### I/O pins on the die edge

Scale: 4 px per um. Pins as bars across the die edge, other pins in gray.
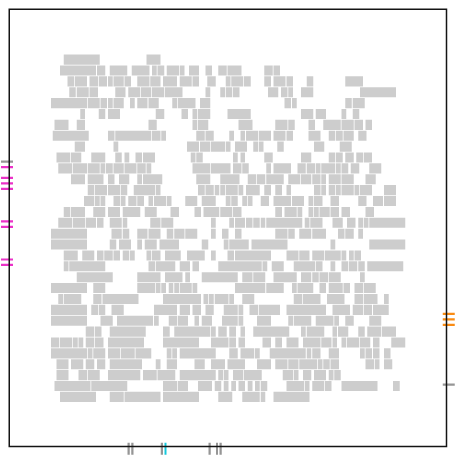
### Cell sizes after repair

Scale: 4 px per um.
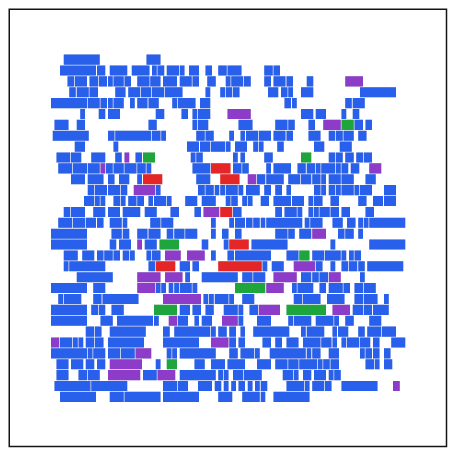
## config.mk

```make
export PLATFORM = sky130hd
export DESIGN_NAME = led_pattern_seq
export DESIGN_NICKNAME = d
export VERILOG_FILES = /design/src/rtl/led_seq_pkg.sv /design/src/rtl/led_seq_prescaler.sv /design/src/rtl/led_pattern_seq.sv
export SDC_FILE = /design/constraint.sdc
export NUM_CORES = 1
export LEC_CHECK = 0
export CORE_MARGIN = 10
export CORE_UTILIZATION = 55
export CTS_CLUSTER_SIZE = 10
export DETAILED_ROUTE_END_ITERATION = 6
export MAX_ROUTING_LAYER = met4
export PLACE_DENSITY = 0.74
export SYNTH_ARGS = -nofsm -noshare
export SYNTH_HDL_FRONTEND = slang
export SYNTH_SLANG_ARGS = --single-unit
```

## constraint.sdc

```tcl
create_clock -name clk25 -period 14.91 [get_ports clk25]
set_input_delay 2.982 -clock clk25 [delete_from_list [all_inputs] [get_ports clk25]]
set_output_delay 2.982 -clock clk25 [all_outputs]
set_load 0.01 [all_outputs]
```

## src/rtl/led_seq_pkg.sv

```systemverilog
// Shared phase/mode types, finale position table and phase-ordering helpers
// for the LED pattern sequencer.
package led_seq_pkg;

  typedef enum logic [3:0] {
    PH_IDLE    = 4'd0,
    PH_FILL    = 4'd1,
    PH_DRAIN   = 4'd2,
    PH_SWEEP_R = 4'd3,
    PH_SWEEP_L = 4'd4,
    PH_GAP     = 4'd5,
    PH_BLINK   = 4'd6,
    PH_HALVES  = 4'd7,
    PH_FINALE  = 4'd8
  } phase_e;

  typedef enum logic [1:0] {
    MODE_FULL   = 2'd0,
    MODE_SWEEP  = 2'd1,
    MODE_BLINK  = 2'd2,
    MODE_FREEZE = 2'd3
  } mode_e;

  localparam int K_W     = 8;
  localparam int FIN_LEN = 5;
  localparam logic [7:0] FIN_TAB [FIN_LEN] = '{8'd2, 8'd6, 8'd0, 8'd3, 8'd5};

  // Nine phases share a 3-bit output code: the two dark single-step phases (IDLE, GAP) both report 0.
  function automatic logic [2:0] phase_code(input phase_e ph);
    case (ph)
      PH_FILL:    return 3'd1;
      PH_DRAIN:   return 3'd2;
      PH_SWEEP_R: return 3'd3;
      PH_SWEEP_L: return 3'd4;
      PH_BLINK:   return 3'd5;
      PH_HALVES:  return 3'd6;
      PH_FINALE:  return 3'd7;
      default:    return 3'd0;
    endcase
  endfunction

  function automatic phase_e first_phase(input mode_e m);
    case (m)
      MODE_SWEEP: return PH_SWEEP_R;
      MODE_BLINK: return PH_BLINK;
      default:    return PH_IDLE;
    endcase
  endfunction

  function automatic phase_e last_phase(input mode_e m);
    case (m)
      MODE_SWEEP: return PH_SWEEP_L;
      MODE_BLINK: return PH_BLINK;
      default:    return PH_FINALE;
    endcase
  endfunction

  function automatic phase_e next_phase(input mode_e m, input phase_e ph);
    if (m == MODE_SWEEP) begin
      return (ph == PH_SWEEP_R) ? PH_SWEEP_L : PH_SWEEP_R;
    end else if (m == MODE_BLINK) begin
      return PH_BLINK;
    end else begin
      case (ph)
        PH_IDLE:    return PH_FILL;
        PH_FILL:    return PH_DRAIN;
        PH_DRAIN:   return PH_SWEEP_R;
        PH_SWEEP_R: return PH_SWEEP_L;
        PH_SWEEP_L: return PH_GAP;
        PH_GAP:     return PH_BLINK;
        PH_BLINK:   return PH_HALVES;
        PH_HALVES:  return PH_FINALE;
        default:    return PH_IDLE;
      endcase
    end
  endfunction

endpackage

```

## src/rtl/led_seq_prescaler.sv

```systemverilog
// Free-running prescaler with a selectable tap; emits a one-cycle tick on each
// 0->1 transition of the tap bit, all in the single clock domain.
module led_seq_prescaler
  import led_seq_pkg::*;
#(
  parameter int DIV_W    = 26,
  parameter int BASE_TAP = 4
) (
  input  logic       i_clk,
  input  logic       i_rst_n,
  input  logic [2:0] i_rate_sel,
  output logic       o_tick
);

  localparam int TAP_W = $clog2(DIV_W);

  if (BASE_TAP + 7 >= DIV_W) begin : g_tap_check
    $error("led_seq_prescaler: BASE_TAP+7 must be below DIV_W");
  end

  logic [DIV_W-1:0] r_cnt;
  logic             r_tap_d;
  logic [TAP_W-1:0] w_tap;
  logic             w_tap_bit;

  // Tap follows rate_sel live; comparing against last cycle's tap bit keeps every pulse one cycle wide.
  always_comb begin
    w_tap     = TAP_W'(BASE_TAP) + TAP_W'(i_rate_sel);
    w_tap_bit = r_cnt[w_tap];
  end

  assign o_tick = w_tap_bit & ~r_tap_d;

  // Counter and tap history.
  always_ff @(posedge i_clk or negedge i_rst_n) begin
    if (!i_rst_n) begin
      r_cnt   <= {DIV_W{1'b0}};
      r_tap_d <= 1'b0;
    end else begin
      r_cnt   <= r_cnt + DIV_W'(1);
      r_tap_d <= w_tap_bit;
    end
  end

endmodule

```

## src/rtl/led_pattern_seq.sv

```systemverilog
// LED pattern sequencer: phase/step FSM stepped by the prescaler tick (or by
// step pulses while frozen), with combinational pattern decode into the LED register.
module led_pattern_seq
  import led_seq_pkg::*;
#(
  parameter int WIDTH    = 8,
  parameter int DIV_W    = 26,
  parameter int BASE_TAP = 4,
  parameter int BLINK_N  = 21,
  parameter int HALF_N   = 17,
  parameter int FIN_N    = 33
) (
  input  logic             clk25,
  input  logic             rst_n,
  input  logic [2:0]       rate_sel,
  input  logic [1:0]       mode,
  input  logic             step,
  output logic [WIDTH-1:0] leds,
  output logic [2:0]       phase,
  output logic             frame_done
);

  if ((WIDTH % 2) != 0 || WIDTH < 4 || WIDTH > 32 || BLINK_N < 1 || HALF_N < 1 ||
      FIN_N < 1 || BLINK_N > 255 || HALF_N > 255 || FIN_N > 255) begin : g_param_check
    $error("led_pattern_seq: WIDTH must be even in 4..32 and step counts in 1..255");
  end

  localparam logic [WIDTH-1:0] ZEROS    = {WIDTH{1'b0}};
  localparam logic [WIDTH-1:0] ONES     = {WIDTH{1'b1}};
  localparam logic [WIDTH-1:0] ONE      = {{(WIDTH-1){1'b0}}, 1'b1};
  localparam logic [WIDTH-1:0] LOW_HALF = {{(WIDTH/2){1'b0}}, {(WIDTH/2){1'b1}}};
  localparam logic [K_W-1:0]   TOP_IDX  = K_W'(WIDTH - 1);

  function automatic logic [K_W-1:0] phase_len(input phase_e ph);
    case (ph)
      PH_FILL, PH_SWEEP_R, PH_SWEEP_L: return K_W'(WIDTH);
      PH_DRAIN:  return K_W'(WIDTH + 1);
      PH_BLINK:  return K_W'(BLINK_N);
      PH_HALVES: return K_W'(HALF_N);
      PH_FINALE: return K_W'(FIN_N);
      default:   return K_W'(1);
    endcase
  endfunction

  function automatic logic [WIDTH-1:0] pattern(input phase_e ph, input logic [K_W-1:0] k);
    logic [2:0]     fin_idx;
    logic [K_W-1:0] fin_pos;
    fin_idx = 3'((k >> 1) % K_W'(FIN_LEN));
    fin_pos = K_W'(FIN_TAB[fin_idx] % 8'(WIDTH));
    case (ph)
      PH_FILL:    return ~(ONES >> (k + K_W'(1)));
      PH_DRAIN:   return ONES << k;
      PH_SWEEP_R: return ONE << (TOP_IDX - k);
      PH_SWEEP_L: return ONE << k;
      PH_BLINK:   return k[0] ? ZEROS : ONES;
      PH_HALVES:  return k[0] ? ~LOW_HALF : LOW_HALF;
      PH_FINALE:  return k[0] ? ZEROS : (ONE << (TOP_IDX - fin_pos));
      default:    return ZEROS;
    endcase
  endfunction

  logic             w_tick;
  logic             w_frozen;
  logic             w_exit;
  logic             w_step_rise;
  logic             w_adv;
  logic             w_wrap;
  phase_e           w_phase_nxt;
  logic [K_W-1:0]   w_k_nxt;
  logic             w_restart_nxt;
  mode_e            w_mode_nxt;
  logic [WIDTH-1:0] w_leds_nxt;

  phase_e           r_phase;
  logic [K_W-1:0]   r_k;
  logic             r_restart;
  mode_e            r_active_mode;
  logic [WIDTH-1:0] r_leds;
  logic             r_frame_done;
  logic             r_step_d;
  logic             r_frozen_d;

  led_seq_prescaler #(
    .DIV_W    (DIV_W),
    .BASE_TAP (BASE_TAP)
  ) u_prescaler (
    .i_clk      (clk25),
    .i_rst_n    (rst_n),
    .i_rate_sel (rate_sel),
    .o_tick     (w_tick)
  );

  // Next-state: r_restart marks "next advance enters the first phase of the latched mode".
  always_comb begin
    w_frozen      = (mode_e'(mode) == MODE_FREEZE);
    w_exit        = r_frozen_d & ~w_frozen;
    w_step_rise   = step & ~r_step_d;
    w_adv         = w_frozen ? w_step_rise : (w_tick & ~w_exit);
    w_wrap        = 1'b0;
    w_phase_nxt   = r_phase;
    w_k_nxt       = r_k;
    w_restart_nxt = r_restart;
    w_mode_nxt    = r_active_mode;
    w_leds_nxt    = r_leds;
    if (w_exit) begin
      w_mode_nxt    = mode_e'(mode);
      w_restart_nxt = 1'b1;
    end else if (w_adv) begin
      if (r_restart) begin
        w_phase_nxt   = first_phase(r_active_mode);
        w_k_nxt       = {K_W{1'b0}};
        w_restart_nxt = 1'b0;
      end else if (r_k == phase_len(r_phase) - K_W'(1)) begin
        w_k_nxt = {K_W{1'b0}};
        if (r_phase == last_phase(r_active_mode)) begin
          w_wrap = 1'b1;
          if (!w_frozen) begin
            w_mode_nxt = mode_e'(mode);
          end else begin
            w_mode_nxt = r_active_mode;
          end
          w_phase_nxt = first_phase(w_mode_nxt);
        end else begin
          w_phase_nxt = next_phase(r_active_mode, r_phase);
        end
      end else begin
        w_k_nxt = r_k + K_W'(1);
      end
      w_leds_nxt = pattern(w_phase_nxt, w_k_nxt);
    end else begin
      w_wrap = 1'b0;
    end
  end

  // State and registered outputs.
  always_ff @(posedge clk25 or negedge rst_n) begin
    if (!rst_n) begin
      r_phase       <= PH_IDLE;
      r_k           <= {K_W{1'b0}};
      r_restart     <= 1'b1;
      r_active_mode <= MODE_FULL;
      r_leds        <= ZEROS;
      r_frame_done  <= 1'b0;
      r_step_d      <= 1'b0;
      r_frozen_d    <= 1'b0;
    end else begin
      r_phase       <= w_phase_nxt;
      r_k           <= w_k_nxt;
      r_restart     <= w_restart_nxt;
      r_active_mode <= w_mode_nxt;
      r_leds        <= w_leds_nxt;
      r_frame_done  <= w_wrap;
      r_step_d      <= step;
      r_frozen_d    <= w_frozen;
    end
  end

  assign leds       = r_leds;
  assign phase      = phase_code(r_phase);
  assign frame_done = r_frame_done;

endmodule

```

==> git commit body <==
Log flow metrics for this revision

* Hold WC Path Type: reg2reg
- P_clk: 97.9 uW
- Syn_nets: 570
- The longest clock path from root to sink contains 2 buffers.
- Remaining number of nets flagged by the antenna check after routing: 0
- Biggest power consumer among the groups: combinational logic
- Via count: 4481
* TritonCTS Buffers: 5
* Worst r2r dst: leds[2]$_DFFE_PN0P_
- The buffer_ports step reported a buffer count of 19.
* Largest register by flop count: u_prescaler.r_cnt
- Dividing the final minimum period by the clock period gives 53.3%.
* Drt first-iter violations: 360
- The synthesized design spends more area on one cell type than any other, namely sky130_fd_sc_hd__dfrtp_1.
- Looking at the post-CTS report, the setup buffer insertion count equals 0.
- In the floorplan report the effective utilization is 56.3%.
- Primary FF master, synth: sky130_fd_sc_hd__dfrtp_1
- Cell type of the slowest stage on the worst timing path: sky130_fd_sc_hd__a2111oi_2
- Total Routing Usage GR: 22.4%
* Share of total power in combinational logic: 62.0%
- Leakage power total: 0.00183 uW
- The clock H-tree reported by CTS has 2 levels.
* Worst-path fanout max: 14
- Final hold vios: 0
- Summing all non-filler instances in the final layout gives an area of 0.00468 mm2.
- VDD IR max: 0.0885 mV
* Y dimension of the die: 109 um
- Crit path largest cell delay: 0.53 ns
* Launch instance of the worst min-delay path: u_prescaler.r_cnt[11]$_DFF_PN0_
- Yosys synthesis chip area: 0.00435 mm2
* Count of state elements after synthesis: 39
- Among logic cells in the layout, the one with the most instances is sky130_fd_sc_hd__nand2_1.
- The synthesized netlist was found by Yosys to have 542 cells.
* Max Clk Rate: 126 MHz
* Largest register FFs: 12
- The capture point of the critical path was reported as leds[2]$_DFFE_PN0P_.
- Actual transition at the worst max-transition pin: 0.960 ns
* FF-to-FF path depth: 30
* Total core area: 0.00773 mm2
* Wirelength, routed: 12600 um
- Ports placed on the boundary: 20
- Type of the setup path with the least slack: reg2reg
- Per report_power, the Combinational row totals 411 uW.
- Detailed-route wire length per cell: 19.5 um
* Hold buffers post-CTS: 0
* Gate Count Post-Synth: 542
- Result of the run: finished clean
- After synthesis the cells add up to 0.00435 mm2.
* Total number of nets in the final design: 571
About 'I/O pins on the die edge':
- orange: phase (pins 3; direction output; edge right)
- magenta: leds (pins 8; direction output; edge left)
- cyan: step (pins 1; direction input; edge bottom)
- all pins by edge: 9 left, 7 bottom, 4 right

About 'Cell sizes after repair':
- blue: drive 1 or less (cells 496; share 91%)
- purple: drive 2 (cells 32; share 5.9%)
- red: drive 6 and up (cells 7; share 1.3%)
- green: drive 3 to 4 (cells 9; share 1.7%)

==> per-layer routing <==
metal | up-vias | GRT usage, % | wire, um
met2 | 208 | 35.6 | 5790
met1 | 2160 | 29.8 | 5730
met4 | 0 | 4.05 | 191
met3 | 19 | 3.30 | 870
li1 | 2094 | - | -
met5 | - | - | 0
==> area by class of cell <==
type	count	area [um2]	area share, %
repair buffers	22	208	4.44
flip-flops and latches	39	977	20.9
inverters	29	109	2.33
multi-input cells	446	3140	67.1
well taps	102	128	2.73
clock inverters	3	47.5	1.02
clock buffers	5	68.8	1.47
==> cells by family (layout without fill, tap and decap cells) <==
kind of cell,Yosys count,after routing,share of synthesized area [%]
and+or+nand+nor,214,214,26.6
AOI/OAI and AO/OA,175,175,31.1
buffers and inverters,57,59,5.52
DFF,39,39,22.4
xor gates and xnor gates,22,22,4.43
adders and majority gates,20,20,5.75
muxes,15,15,4.17
==> stage by stage <==
stage                     total power [uW]  utilization [%]  cells  setup slack, ns  hold slack (ns)
after floorplan                        456                -    542             8.06            0.440
after global placement                 554             59.1    638             7.38            0.461
after detailed placement               558             59.1    638             7.03            0.470
after CTS                              658             60.6    646             6.99            0.485
after global routing                   713             60.6    646             6.07            0.512
final                                  662             60.6    646             6.96            0.481
==> worst max-delay path: cells and delay by family, from the launching register on <==
family | cells | cell delay [ns]
flip-flops | 1 | 0.47
adder cells (fa/ha/maj) | 5 | 1.43
XOR/XNOR | 1 | 0.37
buffers and inverters | 3 | 0.42
AND/OR/NAND/NOR | 8 | 1.70
AND-OR/OR-AND | 13 | 3.45
Power figures rest on the tool's default switching activity, not on a simulated workload.
